**src/rtl/dct_2d_sequencer.sv**
```systemverilog
// dct_2d_sequencer
// Drives one shared 1-D DCT butterfly through a full 8x8 2-D DCT:
// row pass -> transpose buffer -> column pass -> result buffer -> output rows.
//
// Ports
//   CLOCK, RESET          : single clock, synchronous active-high reset
//   IN_VALID/IN_READY     : row input handshake, IN_DATA holds samples 0..7
//   BF_DATA               : to butterfly DATA
//   BF_OUT                : from butterfly OUT_DATA (LATENCY cycles after BF_DATA)
//   OUT_VALID/OUT_READY   : coefficient row output handshake
//   OUT_DATA, OUT_LAST    : coefficient row r (cols 0..7), LAST on row 7
//   BUSY                  : a block is in flight
module dct_2d_sequencer #(
    parameter int LATENCY = 5,
    parameter int W       = 32
) (
    input  logic                CLOCK,
    input  logic                RESET,
    input  logic                IN_VALID,
    output logic                IN_READY,
    input  logic [7:0][W-1:0]   IN_DATA,
    output logic [7:0][W-1:0]   BF_DATA,
    input  logic [7:0][W-1:0]   BF_OUT,
    output logic                OUT_VALID,
    input  logic                OUT_READY,
    output logic [7:0][W-1:0]   OUT_DATA,
    output logic                OUT_LAST,
    output logic                BUSY
);

    typedef enum logic [2:0] {
        ROW_FEED,
        ROW_DRAIN,
        COL_FEED,
        COL_DRAIN,
        OUT_SEND
    } state_e;

    // Travels alongside the butterfly data so the write-back knows where
    // (and whether) to store what comes out LATENCY cycles later.
    typedef struct packed {
        logic       vld;
        logic       col;   // 0: row pass, 1: column pass
        logic [2:0] idx;
    } tag_t;

    state_e                     state_q, state_d;
    logic [2:0]                 row_cnt_q, row_cnt_d;
    logic [2:0]                 col_cnt_q, col_cnt_d;
    logic [2:0]                 out_cnt_q, out_cnt_d;
    tag_t [LATENCY-1:0]         tag_q, tag_d;
    tag_t                       push_tag;
    tag_t                       tail;
    logic                       drain_done;
    logic [7:0][7:0][W-1:0]     tbuf_q, tbuf_d;
    logic [7:0][7:0][W-1:0]     rbuf_q, rbuf_d;

    assign tail = tag_q[LATENCY-1];

    // Drain is complete when, after this edge, nothing valid remains: every
    // entry that would shift forward is invalid (the tail drops out now).
    always_comb begin
        drain_done = 1'b1;
        for (int i = 0; i < LATENCY - 1; i++) begin
            if (tag_q[i].vld) drain_done = 1'b0;
        end
    end

    always_comb begin
        state_d   = state_q;
        row_cnt_d = row_cnt_q;
        col_cnt_d = col_cnt_q;
        out_cnt_d = out_cnt_q;
        push_tag  = '0;
        IN_READY  = 1'b0;
        OUT_VALID = 1'b0;
        OUT_LAST  = 1'b0;
        BF_DATA   = '0;
        OUT_DATA  = rbuf_q[out_cnt_q];
        case (state_q)
            ROW_FEED: begin
                IN_READY = 1'b1;
                BF_DATA  = IN_DATA;
                if (IN_VALID) begin
                    push_tag  = '{vld: 1'b1, col: 1'b0, idx: row_cnt_q};
                    row_cnt_d = row_cnt_q + 3'd1;
                    if (row_cnt_q == 3'd7) state_d = ROW_DRAIN;
                end
            end
            ROW_DRAIN: begin
                if (drain_done) state_d = COL_FEED;
            end
            COL_FEED: begin
                for (int k = 0; k < 8; k++) BF_DATA[k] = tbuf_q[k][col_cnt_q];
                push_tag  = '{vld: 1'b1, col: 1'b1, idx: col_cnt_q};
                col_cnt_d = col_cnt_q + 3'd1;
                if (col_cnt_q == 3'd7) state_d = COL_DRAIN;
            end
            COL_DRAIN: begin
                if (drain_done) state_d = OUT_SEND;
            end
            OUT_SEND: begin
                OUT_VALID = 1'b1;
                OUT_LAST  = (out_cnt_q == 3'd7);
                if (OUT_READY) begin
                    out_cnt_d = out_cnt_q + 3'd1;
                    if (out_cnt_q == 3'd7) state_d = ROW_FEED;
                end
            end
            default: state_d = ROW_FEED;
        endcase
    end

    assign BUSY = (state_q != ROW_FEED) || (row_cnt_q != 3'd0);

    always_comb begin
        tag_d    = tag_q;
        tag_d[0] = push_tag;
        for (int i = 1; i < LATENCY; i++) tag_d[i] = tag_q[i-1];
    end

    // Row results land transposed-ready in tbuf (row idx); column results
    // land in rbuf column idx, so rbuf rows are final coefficient rows.
    always_comb begin
        tbuf_d = tbuf_q;
        rbuf_d = rbuf_q;
        if (tail.vld && !tail.col) tbuf_d[tail.idx] = BF_OUT;
        if (tail.vld && tail.col) begin
            for (int k = 0; k < 8; k++) rbuf_d[k][tail.idx] = BF_OUT[k];
        end
    end

    always_ff @(posedge CLOCK) begin
        if (RESET) begin
            state_q   <= ROW_FEED;
            row_cnt_q <= '0;
            col_cnt_q <= '0;
            out_cnt_q <= '0;
            tag_q     <= '0;
        end else begin
            state_q   <= state_d;
            row_cnt_q <= row_cnt_d;
            col_cnt_q <= col_cnt_d;
            out_cnt_q <= out_cnt_d;
            tag_q     <= tag_d;
        end
    end

    // Buffers are never cleared; a reset cycle simply skips write-back.
    always_ff @(posedge CLOCK) begin
        if (!RESET) begin
            tbuf_q <= tbuf_d;
            rbuf_q <= rbuf_d;
        end
    end

endmodule

```
**config.mk**
```make
export PLATFORM = sky130hd
export DESIGN_NAME = dct_2d_sequencer
export DESIGN_NICKNAME = d
export VERILOG_FILES = /design/src/rtl/dct_2d_sequencer.sv
export SDC_FILE = /design/constraint.sdc
export NUM_CORES = 2
export LEC_CHECK = 0
export CORE_ASPECT_RATIO = 0.6
export CORE_MARGIN = 1.5
export CORE_UTILIZATION = 30
export DETAILED_ROUTE_END_ITERATION = 10
export SLEW_MARGIN = 20
export SYNTH_ARGS = -nofsm -noshare
export SYNTH_HDL_FRONTEND = slang
export SYNTH_SLANG_ARGS = --single-unit
```
**constraint.sdc**
```tcl
create_clock -name CLOCK -period 38.4 [get_ports CLOCK]
set_input_delay 11.52 -clock CLOCK [delete_from_list [all_inputs] [get_ports CLOCK]]
set_output_delay 11.52 -clock CLOCK [all_outputs]
set_load 0.01 [all_outputs]
```
==> flow_summary.json <==
{
  "status": "completed",
  "drt_pass1_iterations": 5,
  "tns_ns": 0,
  "slew_headroom_pct": 21.7,
  "path_common_cell": "clkdlybuf4s50_1",
  "post-place-ws_ns": 13.06,
  "crit_path_end_kind": "output pin",
  "drt_iter0_drc": 8132,
  "edf_count": 4096,
  "comb_power_share_pct": 2.4,
  "ys_cells": 7527,
  "synth_chip_area_um2": 159000,
  "grt_pass1_vias": 79800,
  "logic_gate_count": 2929,
  "cts_tree": "built",
  "ff_type": "edfxtp_1",
  "antenna_left": 0,
  "chipArea_um2": 535000,
  "drive_above_1_share_pct": 22.2,
  "common_cells": "edfxtp_1, mux2_2, mux2i_1",
  "p_sw_share_pct": 20.3,
  "crit_buf_inv": 2,
  "internal-power_uw": 7040,
  "buf_share_pct": 6.16,
  "hold_violations": 0,
  "gp_congestion": 0.762,
  "worst_slew_pin_slew_ns": 1.17,
  "root_buffer": "clkbuf_16",
  "async_flop_share_pct": 0,
  "io_pins": 1032,
  "die_y_um": 567,
  "top_cell_area_share_pct": 77.3,
  "crit_chain": "clkdlybuf4s50_1 > o21ai_0 > a21oi_1 > clkdlybuf4s50_1",
  "warning_count": 55,
  "hold_buffers": 0,
  "yosysSeqAreaShare_pct": 77.8,
  "layout_top_cell": "edfxtp_1",
  "antenna_found_initial": 26,
  "max_stage_delay_ns": 0.70,
  "crit_type": "input port to output pin",
  "netlist_top_cells_area": "edfxtp_1, mux4_2, mux2_2, mux2i_1, a221o_1",
  "power-per-cell-area_nw_per_um2": 46.8,
  "syn_inst": 7527,
  "max_freq_ghz": 0.0396,
  "arrival_ns": 13.76,
  "netSwitchingPower_uw": 1800,
  "cp.required_ns": 26.88,
  "maxCapViolations": 0,
  "finClkSkew_ns": 0.0463,
  "clkCellAreaFrac_pct": 6.28,
  "cpMaxStageDelayCell": "a21oi_1",
  "cp_top_family": "buffers and inverters",
  "grt_overflow": 0,
  "seq_share_pct": 65.5,
  "hold_ws_ns": 0.442,
  "peakVddDrop_uv": 38.6,
  "grt_pass1_wl_mm": 612,
  "setup_ws_ns": 13.12,
  "drc": 0,
  "port_buffers": 1031,
  "clock_latency_ns": 0.97,
  "syn_area_per_cell_um2": 21.1,
  "inverters": 3,
  "area_growth_pct": 18.8,
  "ctsResizeCount": 0,
  "design.seq.count": 4133,
  "final_max_slew_viol_count": 0,
  "yosysMostFrequentCell": "edfxtp_1",
  "synth_cell_type_count": 38,
  "viasPerCell": 4.98,
  "place_inst": 15300,
  "yosys.area.top_type": "edfxtp_1",
  "cts.path.max_buffers": 4,
  "nNonClkBuffers": 1186,
  "post-cts-setup-buffer-count": 0,
  "path_max_fanout": 1,
  "cts.clk_slew.worst_paths_ns": 0.07,
  "leakagePower_uw": 0.0562,
  "finalNetCount": 9155,
  "comb_share_pct": 17.4,
  "cp-start-kind": "input port"
}
[cell families after synthesis]
group           after synthesis  synth area share, %
flops                      4133                 77.8
mux                        1796                 15.9
compound gates             1031                 4.25
buf+inv                     465                 1.65
simple gates                 91                0.296
fa+ha+maj                     7               0.0551
xor+xnor                      4               0.0220
[power by group through the flow]
| stage | sequential, uW | combinational (uW) | clock, uW |
|---|---|---|---|
| finish | 4960 | 210 | 3670 |
| floorplan | 5060 | 22.9 | 0 |
| detailed placement | 5060 | 211 | 0 |
| global placement | 5060 | 208 | 0 |
| global route | 4960 | 222 | 3920 |
| CTS | 4960 | 212 | 3750 |
[path summary, 6_finish.rpt]
kind | start | endpoint | slack (ns) | cells after the start
worst max-delay path | IN_DATA[120] | BF_DATA[120] | 13.12 | 4
worst min-delay path | tag_d[19]$_SDFF_PP0_ | tag_d[24]$_SDFF_PP0_ | 0.44 | 1
worst max register to register | tag_q[22]$_SDFF_PP0_ | rbuf_q[1003]$_DFFE_PP_ | 33.96 | 5
worst min register to register | tag_d[19]$_SDFF_PP0_ | tag_d[24]$_SDFF_PP0_ | 0.44 | 1
[layer usage]
layer / up-vias / routed length, um / global-route usage, % / part of all wire [%]
met1: 42600 / 199000 / 23.0 / 45
met5: - / 41 / 0 / 0.0092
met4: 6 / 9350 / 3.45 / 2.1
met2: 2873 / 207000 / 25.5 / 47
li1: 33700 / - / - / -
met3: 481 / 28000 / 2.52 / 6.3
[flip-flops by register name, indices dropped and copies added (netlist names)]
register and count:
rbuf_q 2048, tag_q 5, tbuf_q 2048, state_q 3, row_cnt_q 3, out_cnt_q 3
tag_d 20, col_cnt_q 3
Placed cells, one color a class:
Scale bar: 200 um.
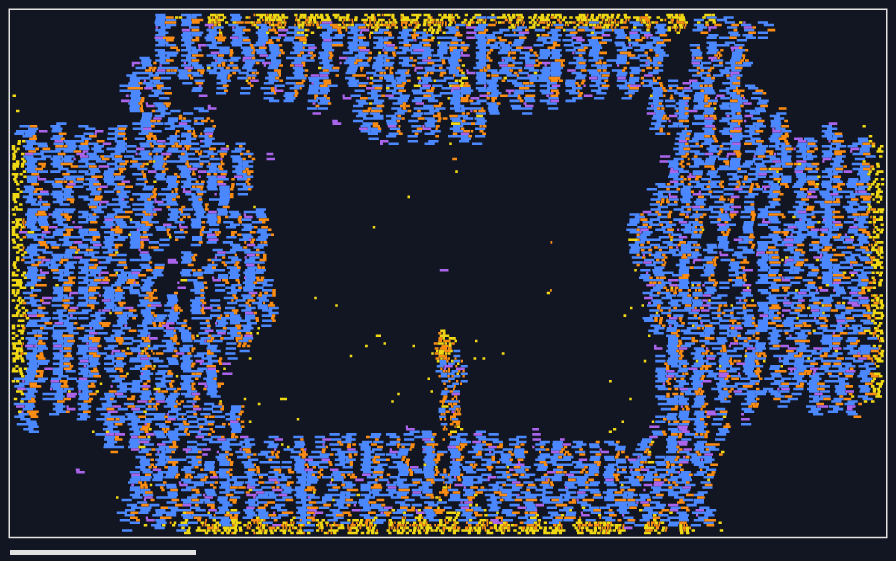
legend:
  other buffers and delay cells:
    color: yellow
    cells: 1186
    share_of_their_area: 6.5%
  clock drivers and dummy loads:
    color: purple
    cells: 681
    share_of_their_area: 6.6%
  combinational and other logic:
    color: orange
    cells: 2932
    share_of_their_area: 18%
  flops:
    color: blue
    cells: 4133
    share_of_their_area: 69%
Rows: 206
Final Instance Area: 189000 um^2

Signal wires on met2:
Cells faint in the background.
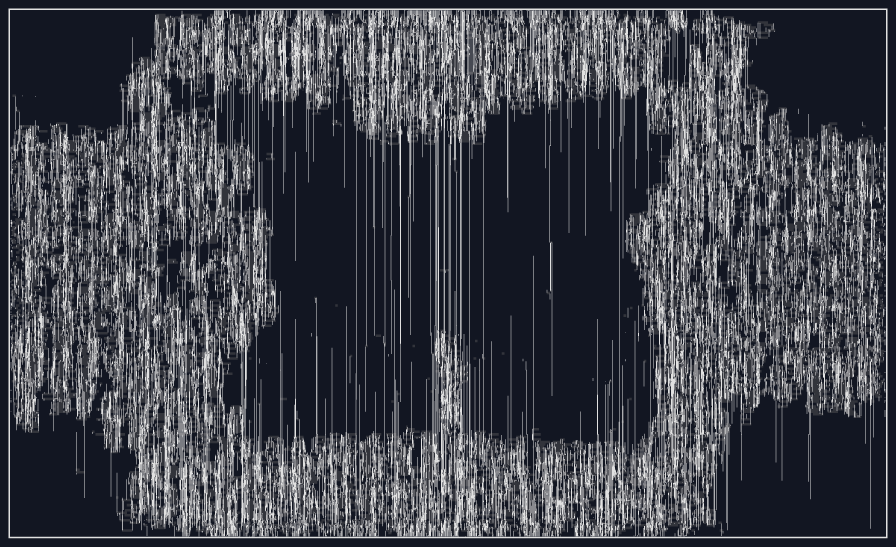
main direction: vertical
nets with wire on the layer: 8074
GR Util met2: 25.5%
via count: 79.7k
drt total wl: 444 mm

Cell outlines without signal wires:
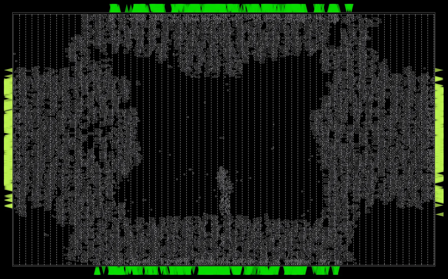
final core occ: 35.9%
Core ar.: 526000 um^2
num tapcells: 7072
Finished Layout Cells: 16.0k
# fillers: 47.9k

No activity file was given, so power comes from the tool's default toggle rates.
